$ cat src/rtl/move_undo_stack.sv
// LIFO recorder of scramble moves that replays their inverses, newest first, to the cube engine.
// Optional build macro: MOVE_CANCEL_EN (a push equal to the inverse of the top entry pops it instead).
module move_undo_stack #(
  parameter int DEPTH  = 64,
  parameter int ADDR_W = 6
) (
  input  logic              clk,
  input  logic              resetn,
  input  logic              push_valid,
  input  logic [3:0]        push_move,
  output logic              push_ready,
  input  logic              undo_start,
  output logic              move_valid,
  output logic [3:0]        move_out,
  input  logic              move_ready,
  output logic              busy,
  output logic              undo_done,
  output logic [ADDR_W:0]   depth,
  output logic              overflow
);

  typedef enum logic [1:0] {IDLE, LOAD, PRESENT, DONE} state_t;

  localparam logic [ADDR_W:0] SP_FULL = (ADDR_W+1)'(DEPTH);
  localparam logic [ADDR_W:0] SP_ONE  = (ADDR_W+1)'(1);

  state_t            state;
  logic [ADDR_W:0]   sp;
  logic [3:0]        mem [DEPTH];
  logic [ADDR_W-1:0] top_idx;
  logic [3:0]        top;
  logic              push_take;
  logic              cancel;
  logic              full;
  logic              write_en;

  assign push_ready = (state == IDLE) && !undo_start;
  assign busy       = (state != IDLE);
  assign depth      = sp;

  // When sp==DEPTH the low bits are zero, so the wrap below still lands on DEPTH-1.
  assign top_idx   = sp[ADDR_W-1:0] - 1'b1;
  assign top       = mem[top_idx];
  assign full      = (sp == SP_FULL);
  assign push_take = push_valid && push_ready && (push_move < 4'd12);

`ifdef MOVE_CANCEL_EN
  assign cancel = push_take && (sp != '0) && (push_move == (top ^ 4'b0001));
`else
  assign cancel = 1'b0;
`endif

  assign write_en = push_take && !cancel && !full;

  // NOTE: the move memory is deliberately left out of reset; sp alone defines which entries are live.
  always_ff @(posedge clk) begin
    if (write_en) mem[sp[ADDR_W-1:0]] <= push_move;
  end

  // NOTE: all state below uses non-blocking assignments so every register samples pre-edge values.
  always_ff @(posedge clk) begin
    if (!resetn) begin
      state      <= IDLE;
      sp         <= '0;
      move_valid <= 1'b0;
      move_out   <= 4'd0;
      undo_done  <= 1'b0;
      overflow   <= 1'b0;
    end else begin
      undo_done <= 1'b0;
      case (state)
        IDLE: begin
          if (undo_start) begin
            state <= (sp != '0) ? LOAD : DONE;
          end
          if (push_take) begin
            if (cancel)    sp       <= sp - 1'b1;
            else if (full) overflow <= 1'b1;
            else           sp       <= sp + 1'b1;
          end
        end
        LOAD: begin
          move_out   <= top ^ 4'b0001;
          move_valid <= 1'b1;
          state      <= PRESENT;
        end
        PRESENT: begin
          if (move_ready) begin
            sp         <= sp - 1'b1;
            move_valid <= 1'b0;
            state      <= (sp == SP_ONE) ? DONE : LOAD;
          end
        end
        DONE: begin
          undo_done <= 1'b1;
          overflow  <= 1'b0;
          state     <= IDLE;
        end
        default: state <= IDLE;
      endcase
    end
  end

endmodule

$ cat config.mk
export PLATFORM = sky130hd
export DESIGN_NAME = move_undo_stack
export DESIGN_NICKNAME = d
export VERILOG_FILES = /design/src/rtl/move_undo_stack.sv
export SDC_FILE = /design/constraint.sdc
export NUM_CORES = 1
export LEC_CHECK = 0
export CAP_MARGIN = 20
export CELL_PAD_IN_SITES_DETAIL_PLACEMENT = 1
export CELL_PAD_IN_SITES_GLOBAL_PLACEMENT = 2
export CORE_ASPECT_RATIO = 1.25
export CORE_MARGIN = 2
export CORE_UTILIZATION = 51
export CTS_CLUSTER_DIAMETER = 80
export DETAILED_ROUTE_END_ITERATION = 10
export GPL_TIMING_DRIVEN = 0
export PLACE_DENSITY = 0.83
export SLEW_MARGIN = 15
export SYNTH_ARGS = -nofsm -noshare
export SYNTH_HDL_FRONTEND = slang
export SYNTH_SLANG_ARGS = --single-unit
$ cat constraint.sdc
create_clock -name clk -period 6.31 [get_ports clk]
set_input_delay 1.262 -clock clk [delete_from_list [all_inputs] [get_ports clk]]
set_output_delay 1.262 -clock clk [all_outputs]
set_load 0.01 [all_outputs]
==> results.tsv <==
stage	metric	value	unit
outcome	status	complete, no violations	
sta	hold_viol_final	0	
worst_setup_path	cp-end-kind	flop	
worst_setup_path	cp_slowest_cell	buf_1	
worst_setup_path	critPathBufInv	8	
pwr	power_frac_seq	0.437	
pwr	power_switching_share	0.259	
sta	fmax	213	MHz
synthesis	top_cells_by_area	edfxtp_1, mux4_2, nor2_1	
layout	synthToLayoutAreaGrowth	14.1	%
synthesis	synth_top_flop_cell	edfxtp_1	
sta	setup_ws	1620	ps
worst_setup_path	r2r_setup_slack	1620	ps
synthesis	top_cell_area_share	0.689	
synthesis	top_cell	edfxtp_1	
floorplanning	rows	60	
sta	slew_violations	0	
hold_path	worstHoldPathCells	2	
pwr	power.density	361	nW/um2
pwr	pwr-share-clk	0.368	
synthesis	yosys_warnings	0	
grt	grt_pass1_wl	41800	um
pwr	vdd_ir_drop_max	0.239	mV
layout	fin_util	0.593	
pwr	p_leak	3.99	nW
job	drv_cap	0	
synthesis	async_flop_share	0	
clocking	clkTransAtPathRegs	70	ps
worst_setup_path	cp_data_required_time	6720	ps
layout	final-clk-cell-share	0.0729	
clocking	cts_made_buffers	27	
sta	post-route-period-util	0.742	
placed_design	place_ws	1650	ps
worst_setup_path	crit_cells	14	
worst_setup_path	crit_start	depth[0]	
worst_setup_path	slowest_delay	720	ps
clocking	post_cts_buffers	0	
layout	nFillCells	1941	
layout	drive_above_1_share	0.206	
pwr	p_int	3.40	mW
layout	seq_area	8010	um2
floorplanning	dieArea	23100	um2
floorplanning	fp.dieH	169	um
synthesis	synthesis.area	11200	um2
clocking	clockBufferDepth	3	
clocking	cts.sinks	272	
layout	seq_area_frac	0.629	
layout	comb_share	0.230	
layout	stdcell_count	964	
sta	final.min_clock_period	4690	ps
sta	finClkSkew	15.4	ps
clocking	cts_resized	0	
layout	dominant_cells	flip-flops and latches	
pwr	seq_power	2.00	mW
placed_design	place_area	11800	um2
grt	grt.total_usage	0.253	
layout	n_all_inverters	6	
synthesis	yosysCellCount	609	
floorplanning	tapCellCount	279	
clocking	cts_tree	yes	
placed_design	hpwl	18700	um
floorplanning	fp-utilization	0.520	
layout	antennaDiodeCount	0	
sta	timing.slew.headroom	0.358	
worst_setup_path	regToRegEndpoint	move_out[1]	
synthesis	synth_seq_share	0.718	
layout	num-nonclk-buffers	62	
layout	final_area	12700	um2
clocking	h-tree-depth	1	
detailed_routing	post_drt_wl_per_cell	28.6	um
pwr	power_frac_comb	0.196	
sta	tns	0	ps
pwr	p_comb	0.898	mW
detailed_routing	drtIter0Drc	535	
worst_setup_path	r2r_cells	14	
pwr	power.group.top	sequential cells	
worst_setup_path	criticalPathCategory	reg -> reg	
worst_setup_path	cpLargestDelayFamily	buffers and inverters	
synthesis	synth.distinct_cells	53	
layout	buffer_area_frac	0.0392	
synthesis	postSynthAreaPerCell	18.3	um2
detailed_routing	drc	0	
synthesis	common_cells	edfxtp_1, nor2_1, mux4_2	
worst_setup_path	endpoint	move_out[1]	
grt	antenna_found_initial	0	
grt	grt_pass1_vias	6496	
synthesis	ys_area	11200	um2
layout	most-common-layout-cells	edfxtp_1, nor2_1, mux4_2	
worst_setup_path	cp_max_fo	10	
sta	worst_pin_slew	962	ps
synthesis	synthCells	609	
layout	seq_cell_count	272	
hold_path	min_to	depth[6]	
pwr	finalPower	4.59	mW
detailed_routing	vias	5987	
synthesis	ys_ff	272	
synthesis	synth-edff-count	256	
placed_design	port_buffers	24	
layout	final_common_cell	edfxtp_1	
placed_design	dp_cells	916	
pwr	p_switching	1.19	mW
sta	holdWs	555	ps
detailed_routing	first_pass_iters	5	
sta	setup_viol_count_final	0	
worst_setup_path	timing.rr.start	depth[0]	
grt	overflow	0	
layout	logic_area	2930	um2
worst_setup_path	arrival	5100	ps
hold_path	hold_class	reg -> reg	
clocking	hold_buffers	0	
detailed_routing	vias_per_cell	6.21	
floorplanning	io_pins	25	
floorplanning	core_region_area	21500	um2
floorplanning	die_w	136	um
clocking	insertion_delay	530	ps
detailed_routing	final_antenna_net_count	0	
sta	rsz0062_at_grt	no	
job	tool_warnings	29	
synthesis	floorplan.nets	622	
layout	nMultiInputCombCells	297	
synthesis	synth_top_cell_by_area	edfxtp_1	
placed_design	routabilityCongestion	0.840	
clocking	root_buffer	clkbuf_16	
worst_setup_path	start_kind	flop	
grt	grt_max_degree	49	
hold_path	min_from	depth[6]	
layout	nets	679	
worst_setup_path	crit_chain	buf_6, buf_6, buf_4, buf_4, inv_1, ha_1, buf_2, buf_2, buf_1, mux4_2, mux2i_1, a22oi_1, a21oi_1, nor3_1	
detailed_routing	wl	27600	um
==> logic make-up (layout without fill, tap and decap cells) <==
group	Yosys count	count (layout)	synth area share
DFF	272	272	0.718
and+or+nand+nor	151	151	0.0618
muxes	88	88	0.160
AOI/OAI and AO/OA	48	48	0.0312
buffers and inverters	40	116	0.0198
xor gates and xnor gates	6	6	0.00538
adders and majority gates	4	4	0.00449
==> routing by layer <==
| layer | share of wire | track usage |
|---|---|---|
| met5 | 0 | 0 |
| met4 | 0.038 | 0.102 |
| met3 | 0.047 | 0.0349 |
| met2 | 0.51 | 0.425 |
| met1 | 0.41 | 0.336 |
==> flip-flops by register name, summed over array words and instances, names as in the netlist <==
signal / cells
mem: 256
depth: 7
move_valid: 1
move_out: 4
state: 2
overflow: 1
undo_done: 1
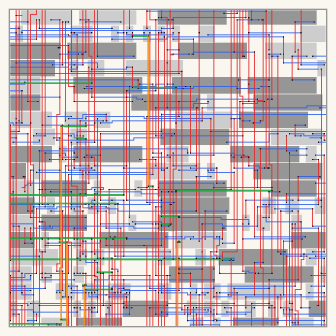
zoom.png
Region (77, 102) to (127, 152) um. Cells in grey, sequential cells in the stronger grey; small squares are vias.
layer	colour
met1	blue
met4	orange
met2	red
met3	green
cells with their middle in the window	110
sequential cells in the window	31
most frequent	edfxtp_1 (24), nor2_1 (12), nand2_1 (9)
netlist names of flops here include	mem (24), move_out (4)

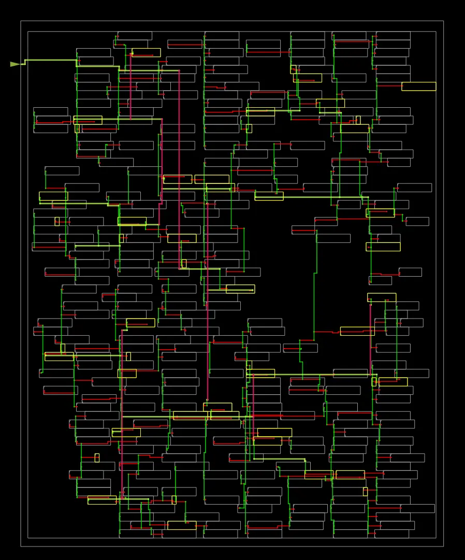
final_clocks.png
P_clk: 1.69 mW
clkbuf count: 30

Power figures rest on the tool's default switching activity, not on a simulated workload.
